Placement view:
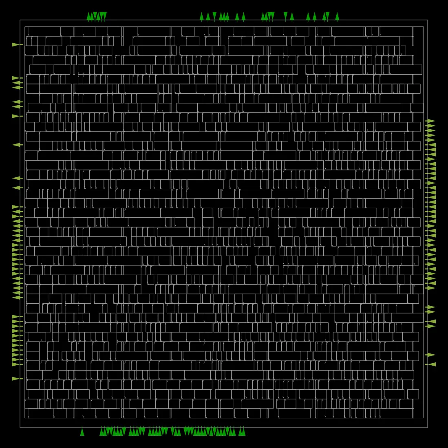
I/O pins on the die edge:
Pins as bars across the die edge, other pins in grey.
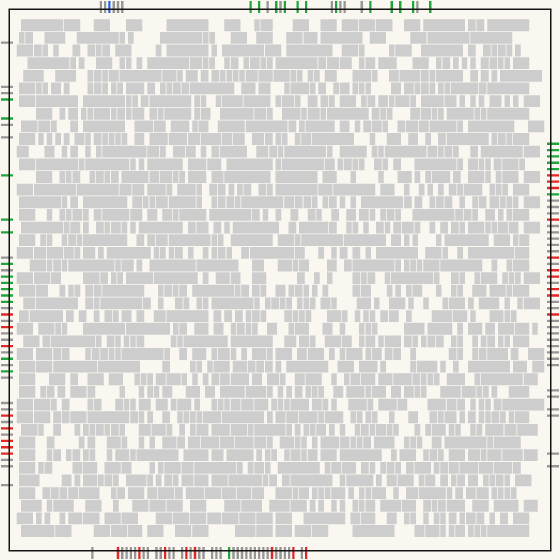
Signal wires on met3:
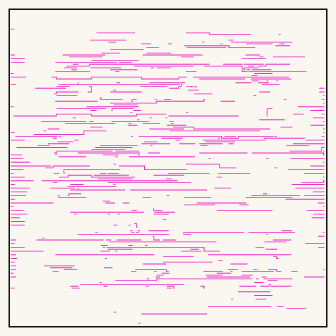
Clock distribution:
Scale bar: 20 µm.
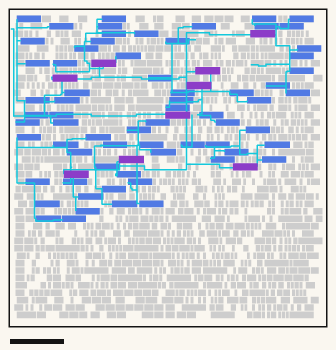
Placement density heat map:
12 x 12 tiles, from white (low) to dark blue (high), 0 to 100% covered.
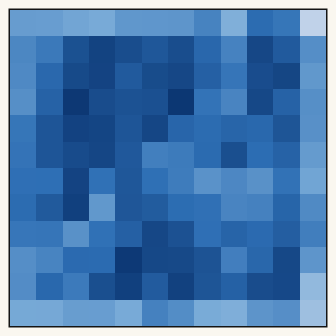
## config.mk

```make
export PLATFORM = sky130hd
export DESIGN_NAME = pc_sequencer
export DESIGN_NICKNAME = d
export VERILOG_FILES = /design/src/rtl/pc_sequencer.sv
export SDC_FILE = /design/constraint.sdc
export NUM_CORES = 1
export LEC_CHECK = 0
export ABC_AREA = 1
export CORE_UTILIZATION = 52
export DETAILED_ROUTE_END_ITERATION = 6
export GPL_TIMING_DRIVEN = 0
export PLACE_DENSITY_LB_ADDON = 0.12
export SKIP_LAST_GASP = 1
export SLEW_MARGIN = 20
export SYNTH_ARGS = -nofsm -noshare
export SYNTH_HDL_FRONTEND = slang
export SYNTH_SLANG_ARGS = --single-unit
```

## constraint.sdc

```tcl
create_clock -name CLK -period 3.1 [get_ports CLK]
set_input_delay 0.465 -clock CLK [delete_from_list [all_inputs] [get_ports CLK]]
set_output_delay 0.465 -clock CLK [all_outputs]
set_load 0.05 [all_outputs]
```

## src/rtl/pc_sequencer.sv

```systemverilog
// Program-counter sequencer: fetch handshake, next-PC selection, buffered redirects, halt.
// Optional macro PC_ALIGN_CHECK_EN enables misaligned jr-target fault detection.
module pc_sequencer #(
    parameter logic [31:0] PC_INIT = 32'h0000_0000
) (
    input  logic        CLK,
    input  logic        nRST,
    input  logic        stall,
    input  logic        halt,
    input  logic        branch_en,
    input  logic [15:0] branch_addr,
    input  logic        jump_en,
    input  logic [25:0] jumpi_addr,
    input  logic        jr_en,
    input  logic [31:0] jr_addr,
    input  logic        ihit,
    output logic        iREN,
    output logic [31:0] iaddr,
    output logic [31:0] pc_plus4,
    output logic        ivalid,
    output logic        halted,
    output logic        misalign
);

    typedef enum logic [1:0] {
        IDLE,
        FETCH,
        HALTED
    } state_t;

    state_t      state, state_n;
    logic [31:0] pc, pc_n;
    logic [31:0] pend_addr, pend_addr_n;
    logic        pend_v, pend_v_n;
    logic        mis_q, mis_n;
    logic [31:0] branch_tgt, jump_tgt, sel_tgt;
    logic        redirect, upd, jr_fault;

    assign pc_plus4   = pc + 32'd4;
    assign branch_tgt = pc_plus4 + {{14{branch_addr[15]}}, branch_addr, 2'b00};
    assign jump_tgt   = {pc_plus4[31:28], jumpi_addr, 2'b00};
    assign redirect   = jr_en | jump_en | branch_en;
    assign upd        = (state == FETCH) && ihit && !stall;

    always_comb begin
        sel_tgt = branch_tgt;
        if (jr_en)        sel_tgt = jr_addr;
        else if (jump_en) sel_tgt = jump_tgt;
    end

`ifdef PC_ALIGN_CHECK_EN
    // jr has top priority, so jr_en alone means jr is the selected source; halt on upd still wins
    assign jr_fault = (state == FETCH) && jr_en && (jr_addr[1:0] != 2'b00) && !(upd && halt);
`else
    assign jr_fault = 1'b0;
`endif

    always_ff @(posedge CLK or negedge nRST) begin
        if (!nRST) begin
            state     <= IDLE;
            pc        <= PC_INIT;
            pend_v    <= 1'b0;
            pend_addr <= '0;
            mis_q     <= 1'b0;
        end else begin
            state     <= state_n;
            pc        <= pc_n;
            pend_v    <= pend_v_n;
            pend_addr <= pend_addr_n;
            mis_q     <= mis_n;
        end
    end

    always_comb begin
        state_n     = state;
        pc_n        = pc;
        pend_v_n    = pend_v;
        pend_addr_n = pend_addr;
        mis_n       = mis_q;
        case (state)
            IDLE: state_n = FETCH;
            FETCH: begin
                if (jr_fault) begin
                    mis_n   = 1'b1;
                    state_n = HALTED;
                end else if (upd) begin
                    if (halt) begin
                        state_n  = HALTED;
                        pend_v_n = 1'b0;
                    end else if (redirect) begin
                        pc_n     = sel_tgt;
                        pend_v_n = 1'b0;
                    end else if (pend_v) begin
                        pc_n     = pend_addr;
                        pend_v_n = 1'b0;
                    end else begin
                        pc_n = pc_plus4;
                    end
                end else if (redirect) begin
                    pend_addr_n = sel_tgt;
                    pend_v_n    = 1'b1;
                end
            end
            HALTED: state_n = HALTED;
            default: state_n = IDLE;
        endcase
    end

    assign iREN     = (state == FETCH);
    assign iaddr    = pc;
    assign ivalid   = upd;
    assign halted   = (state == HALTED);
    assign misalign = mis_q;

endmodule

```

==> results.txt <==
The following summarizes the physical implementation.

Critical path
The slowest cell on the critical path is dfrtp_2. Of all nets on the critical path, the largest fanout is 4. The critical path contains buffers and inverters numbering 3 combined. The family with the most delay on the worst path is simple AND/OR/NAND/NOR gates.

Timing
Post-route period utilization is reported as 108%. Per the final report, max-transition violations number 0. Across all setup checks in the final design, the least slack found is -258 ps. Setup repair after global routing could not meet its margin everywhere. The final number of setup-violating endpoints is 35.

Run status
The run finished, with violations left. The final reports fail on negative setup slack.

Layout
The share of post-route cells with drive strength above 1 is 25.6%. The layout stage reports a final design area of 10200 µm². Across the whole layout, storage elements make up 16.6% of the cell area. The count of antenna diodes in the layout is 0.

Drt
The count of nets left with antenna violations once routing finished came out at 0. The detailed router's first-iteration violation count is 894. Wires add up to 29.0 mm. The routed design shows a via density per instance of 5.84.

Synth
Synthesis produced a netlist with a net count of 1238. The main area contributors are dfrtp_1, nand2_1, a21oi_1. Per the synth log, the flip-flop and latch total comes to 67. After synthesis, the share of flip-flops with an asynchronous set or reset is 100%.

Before any placement, the netlist area is recorded as 6780 µm². Synthesis handed over a netlist of 1116 instances.

Placed design
OpenSTA, run right after detailed placement, puts the worst setup slack at -666 ps.

Power
The switching component of the power is 6790 µW. The clock network is responsible for 8.2% of the overall power.

GRT
The routing layer with the top usage in global route is met2. The number of global-route vias before repair is 7989.

Hold path
Per the hold report, the tightest min-delay path originates at pend_addr[8].

Floorplanning
The chip occupies 13500 µm². The height of the die is 116 µm.

Clocking
The clock passes through at most 2 buffers.
Notes on 'placement view' above:
tap cells: 172
flip-flop and latch count: 67
standard-cell rows: 41
Util after Layout: 80.8%

Notes on 'I/O pins on the die edge' above:
red -> jumpi_addr  # pins 26, direction input, edge 10 right, 8 left, 8 bottom
blue -> ihit  # pins 1, direction input, edge top
green -> iaddr  # pins 32, direction output, edge 13 left, 12 top, 6 right, 1 bottom
all pins by edge = 42 left, 42 right, 41 bottom, 25 top

Notes on 'signal wires on met3' above:
main direction = horizontal
longest straight run = 49.7 µm
nets with wire on the layer = 273
wire length on this layer = 3180 µm
share of all routed wire = 11%

Notes on 'clock distribution' above:
purple -> clock-net drivers  # count 9
cyan -> clock wires  # length 999 µm
blue -> flip-flops  # count 67
routed clock nets = 10

Notes on 'placement density heat map' above:
fullest tile = 97%
mean over tiles = 74%
tiles over 75% full = 53%

## power by group through the flow
stage	combinational, µW	sequential, µW	clock [µW]
after CTS	7840	1830	954
after detailed placement	7280	1810	0
final	8940	1830	961
after floorplan	4350	2440	0
after global routing	9480	1880	990
after global placement	7180	1810	0
## worst register-to-register path, cell delays in order, from the launching register on
cell,delay (ps)
dfrtp_2,440
ha_4,180
nand2_4,60
nor2_4,140
nand2_4,90
nor3_4,120
buf_6,140
nand3_4,120
nor2_4,160
xor2_4,240
inv_2,80
ha_4,330
nand2_4,100
inv_2,80
nand2_2,80
nor3_2,180
nand3_1,130
nand4_1,130
nand3_2,120
nand2_1,90
nand2_2,50
nand2_1,60
o21ai_0,80
## what timing repair did
| item | in CTS | in global routing |
|---|---|---|
| pin swaps | 44 | 65 |
| hold buffers | 1 | 0 |
| endpoints found under the setup margin | 67 | 58 |
| gates resized | 136 | 141 |
| hold endpoints to repair | 13 | 0 |
| setup buffers | 23 | 22 |
## registers in the layout, indices dropped and copies added (netlist names)
register,flops
iaddr,32
state,2
pend_v,1
pend_addr,32
## through the flow
stage | utilization [%] | cells | power [µW] | hold WS (ps)
after detailed placement | 68.4 | 1436 | 9100 | 343
after global placement | 68.2 | 1435 | 8990 | 457
final | 80.8 | 1497 | 11700 | 475
after floorplan | - | 1116 | 6790 | 169
after global routing | 80.8 | 1497 | 12300 | 504
after CTS | 75.3 | 1475 | 10600 | 476
## cells by family (layout without fill, tap and decap cells)
logic type                 after synthesis  after routing  share of synthesized area, %
AOI/OAI and AO/OA                      208            208                          16.1
xor gates and xnor gates                29             29                          3.75
adders and majority gates               40             40                          7.50
buffers and inverters                  173            382                          9.97
DFF                                     67             67                          24.7
other                                    1              1                        0.0553
and+or+nand+nor                        598            598                          37.9
Power figures rest on the tool's default switching activity, not on a simulated workload.
